metal_stack.png
Bar = 20 um.
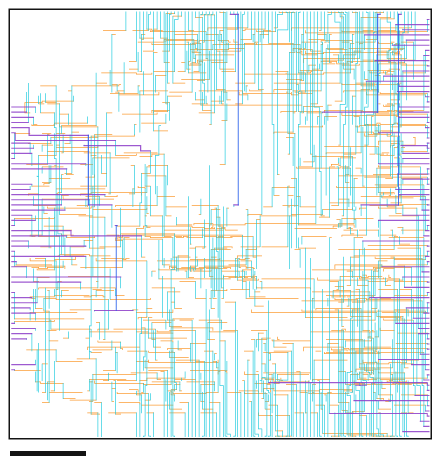
clock_map.png
Bar = 20 um.
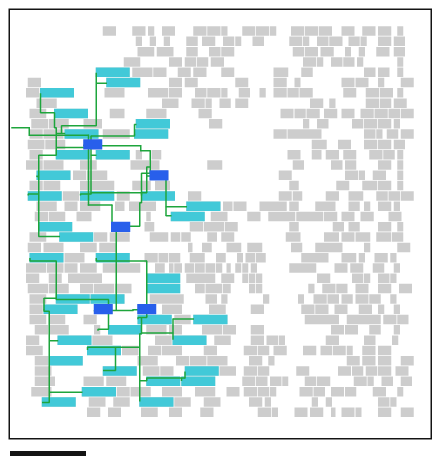
final_clocks.png
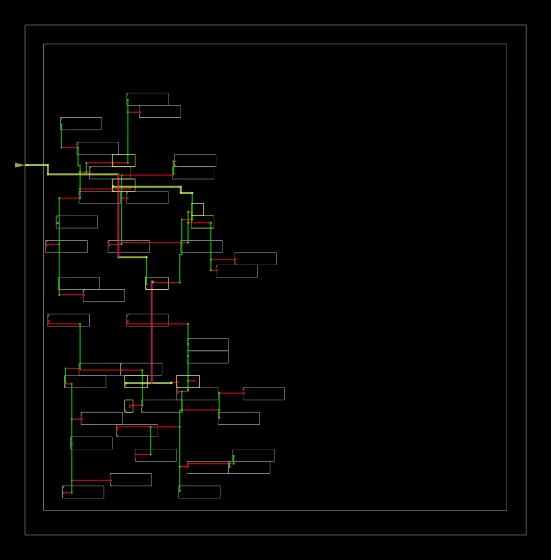
### src/rtl/alu_arbiter.sv
// alu_arbiter: round-robin arbiter that shares one combinational ALU among
// NREQ requesters and returns each result through a one-deep response register.
// Optional build define ALU_ARB_OPCHECK_EN: illegal opcodes are still consumed
// but return a zero result with rsp_err_o set.
module alu_arbiter #(
    parameter int NREQ = 2,
    parameter int W    = 32
) (
    input  logic              clk_i,
    input  logic              rstn_i,
    input  logic [NREQ-1:0]   req_valid_i,
    output logic [NREQ-1:0]   req_ready_o,
    input  logic [NREQ*W-1:0] req_a_i,
    input  logic [NREQ*W-1:0] req_b_i,
    input  logic [NREQ*4-1:0] req_op_i,
    output logic [W-1:0]      alu_a_o,
    output logic [W-1:0]      alu_b_o,
    output logic [3:0]        alu_op_o,
    input  logic [W-1:0]      alu_c_i,
    input  logic              alu_flag_i,
    output logic              rsp_valid_o,
    input  logic              rsp_ready_i,
    output logic [1:0]        rsp_id_o,
    output logic [W-1:0]      rsp_c_o,
    output logic              rsp_flag_o,
    output logic              rsp_err_o
);

    localparam logic [2:0] NREQ3 = 3'(NREQ);
    localparam logic [1:0] LAST  = 2'(NREQ - 1);

    logic [1:0]   ptr_q, ptr_d;
    logic         rsp_valid_q, rsp_valid_d;
    logic [1:0]   rsp_id_q, rsp_id_d;
    logic [W-1:0] rsp_c_q, rsp_c_d;
    logic         rsp_flag_q, rsp_flag_d;
    logic         rsp_err_q, rsp_err_d;

    logic         win_found;
    logic [1:0]   win_idx;
    logic [2:0]   cand;
    logic         free;
    logic         accept;

`ifdef ALU_ARB_OPCHECK_EN
    function automatic logic op_legal(input logic [3:0] op);
        case (op)
            4'h0, 4'h1, 4'h2, 4'h3, 4'h4,
            4'h5, 4'h6, 4'h7, 4'h8, 4'hB: op_legal = 1'b1;
            default:                      op_legal = 1'b0;
        endcase
    endfunction
`endif

    // Search valid requests starting at the round-robin pointer; nothing wins during reset.
    always_comb begin
        win_found = 1'b0;
        win_idx   = 2'd0;
        cand      = 3'd0;
        for (int k = 0; k < NREQ; k++) begin
            cand = {1'b0, ptr_q} + 3'(k);
            if (cand >= NREQ3) begin
                cand = cand - NREQ3;
            end
            if (rstn_i && !win_found && req_valid_i[cand[1:0]]) begin
                win_found = 1'b1;
                win_idx   = cand[1:0];
            end
        end
    end

    // Steer the winner's operands to the shared ALU whether or not the slot is free.
    always_comb begin
        alu_a_o  = '0;
        alu_b_o  = '0;
        alu_op_o = 4'b0000;
        if (win_found) begin
            alu_a_o  = req_a_i[int'(win_idx)*W +: W];
            alu_b_o  = req_b_i[int'(win_idx)*W +: W];
            alu_op_o = req_op_i[int'(win_idx)*4 +: 4];
        end
    end

    assign free   = !rsp_valid_q || rsp_ready_i;
    assign accept = win_found && free;

    // Grant only the winner, and only when the response slot can take its result.
    always_comb begin
        req_ready_o = '0;
        if (accept) begin
            req_ready_o[win_idx] = 1'b1;
        end
    end

    // Response register and pointer next state: capture on accept, drain when consumed.
    always_comb begin
        rsp_valid_d = rsp_valid_q;
        rsp_id_d    = rsp_id_q;
        rsp_c_d     = rsp_c_q;
        rsp_flag_d  = rsp_flag_q;
        rsp_err_d   = rsp_err_q;
        ptr_d       = ptr_q;
        if (accept) begin
            rsp_valid_d = 1'b1;
            rsp_id_d    = win_idx;
            rsp_c_d     = alu_c_i;
            rsp_flag_d  = alu_flag_i;
            rsp_err_d   = 1'b0;
`ifdef ALU_ARB_OPCHECK_EN
            if (!op_legal(alu_op_o)) begin
                rsp_c_d    = '0;
                rsp_flag_d = 1'b0;
                rsp_err_d  = 1'b1;
            end
`endif
            if (win_idx == LAST) begin
                ptr_d = 2'd0;
            end else begin
                ptr_d = win_idx + 2'd1;
            end
        end else if (rsp_ready_i) begin
            rsp_valid_d = 1'b0;
        end
    end

    // State register; reset discards any pending response and rewinds the pointer.
    always_ff @(posedge clk_i or negedge rstn_i) begin
        if (!rstn_i) begin
            ptr_q       <= 2'd0;
            rsp_valid_q <= 1'b0;
            rsp_id_q    <= 2'd0;
            rsp_c_q     <= '0;
            rsp_flag_q  <= 1'b0;
            rsp_err_q   <= 1'b0;
        end else begin
            ptr_q       <= ptr_d;
            rsp_valid_q <= rsp_valid_d;
            rsp_id_q    <= rsp_id_d;
            rsp_c_q     <= rsp_c_d;
            rsp_flag_q  <= rsp_flag_d;
            rsp_err_q   <= rsp_err_d;
        end
    end

    assign rsp_valid_o = rsp_valid_q;
    assign rsp_id_o    = rsp_id_q;
    assign rsp_c_o     = rsp_c_q;
    assign rsp_flag_o  = rsp_flag_q;
    assign rsp_err_o   = rsp_err_q;

endmodule

### config.mk
export PLATFORM = sky130hd
export DESIGN_NAME = alu_arbiter
export DESIGN_NICKNAME = d
export VERILOG_FILES = /design/src/rtl/alu_arbiter.sv
export SDC_FILE = /design/constraint.sdc
export NUM_CORES = 1
export LEC_CHECK = 0
export CAP_MARGIN = 40
export CORE_AREA = 4 4 107 109
export CTS_CLUSTER_DIAMETER = 150
export DETAILED_ROUTE_END_ITERATION = 8
export DIE_AREA = 0 0 111 113
export PLACE_DENSITY_LB_ADDON = 0.1
export SKIP_CTS_REPAIR_TIMING = 1
export SYNTH_ARGS = -nofsm -noshare
export SYNTH_HDL_FRONTEND = slang
export SYNTH_SLANG_ARGS = --single-unit
### constraint.sdc
create_clock -name clk_i -period 1.5 [get_ports clk_i]
set_input_delay 0.3 -clock clk_i [delete_from_list [all_inputs] [get_ports clk_i]]
set_output_delay 0.3 -clock clk_i [all_outputs]
set_load 0.01 [all_outputs]
==> flow_metrics.tcl <==
# metrics dict for downstream scripts
set metrics [dict create \
    synth_warnings 0 \
    r2r_start "ptr_q[0]$_DFFE_PN0P_" \
    xor_area_share_pct 0 \
    largest_reg_flops 32 \
    endpoint "alu_b_o[0]" \
    core_area_um2 10600 \
    ir_drop_v 0.000720 \
    fa_ha_area_share_pct 0 \
    finalMaxSlewViolations 0 \
    flop_cell "dfrtp_1" \
    utilization_pct 53.9 \
    yosysChipArea_um2 2420 \
    met1_length_mm 4.49 \
    dp_slack_ns -0.942 \
    use_met2_pct 33.0 \
    cp_slowest_cell "dfrtp_1" \
    hold_class "in -> async" \
    vias_per_cell 4.54 \
    grtUsageMet3_pct 5.19 \
    grt_use_total_pct 17.0 \
    nNonClkBuffers 321 \
    nWellTaps 140 \
    syn2layout_area_growth_pct 136 \
    top_logic_kind "AND-OR/OR-AND gates" \
    cts_buffer_depth 2 \
    cp-start-kind "flop" \
    status "complete, but fails checks" \
    grt_max_degree 36 \
    violations "negative setup slack" \
    clk_share_pct 1.66 \
    cpPeakStageDelay_ns 0.39 \
    edf_count 0 \
    r2r_cells 6 \
    ys_cells 189 \
    fp_nets 363 \
    logic_area_um2 1340 \
    setup_viol 71 \
    path_delay_family "buffers and inverters" \
    ys_types 31 \
    seq_power_w 0.00128 \
    drive_above_1_share_pct 33.1 \
    total_power_w 0.00395 \
    syn_avg_cell_area_um2 12.8 \
    mux_area_share_pct 21.2 \
    crit_fanout 6 \
    layout_setup_ws_ns -0.442 \
    vias 2902 \
    p_int_w 0.00283 \
    final_area_um2 5720 \
]
About metal_stack.png:
| color | layer | wire length |
|---|---|---|
| cyan | met2 | 6850 um |
| purple | met3 | 948 um |
| blue | met4 | 167 um |
| orange | met1 | 4490 um |

About clock_map.png:
[cyan] flip-flops | count: 38
[green] clock wires | length: 514 um
[blue] cells driving clock nets | count: 5
routed clock nets: 6
clk pwr: 0.000740 W
Final Skew: 0.00738 ns
clk ins delay skew pair: 0.29 ns
Clk pwr share: 18.7%

About final_clocks.png:
registers: 38
CLK BUF: 6
Clock Sink Count: 38
CTS Buf Count: 5

[how the worst min path moves through the flow]
stage,from,end
after floorplan,rstn_i,ptr_q[0]$_DFFE_PN0P_
after global placement,rstn_i,ptr_q[0]$_DFFE_PN0P_
after detailed placement,rstn_i,ptr_q[0]$_DFFE_PN0P_
after CTS,rstn_i,rsp_c_o[30]$_DFFE_PN0P_
after global routing,rstn_i,ptr_q[1]$_DFFE_PN0P_
final,rstn_i,rsp_c_o[11]$_DFFE_PN0P_
[synthesized netlist by cell type (2+ instances only)]
cell type   n  share of area (%)
a21oi_1     3               0.62
a22o_1     65                 24
buf_12      3                2.5
buf_2       6                1.2
buf_6       9                4.2
dfrtp_1    38                 39
mux2_2      6                2.8
mux2_4     29                 18
nand2_1     2               0.31
nand2b_1    2               0.52
nand3_1     3               0.62
o21ai_0     4               0.83
Power and IR drop assume default switching activity.
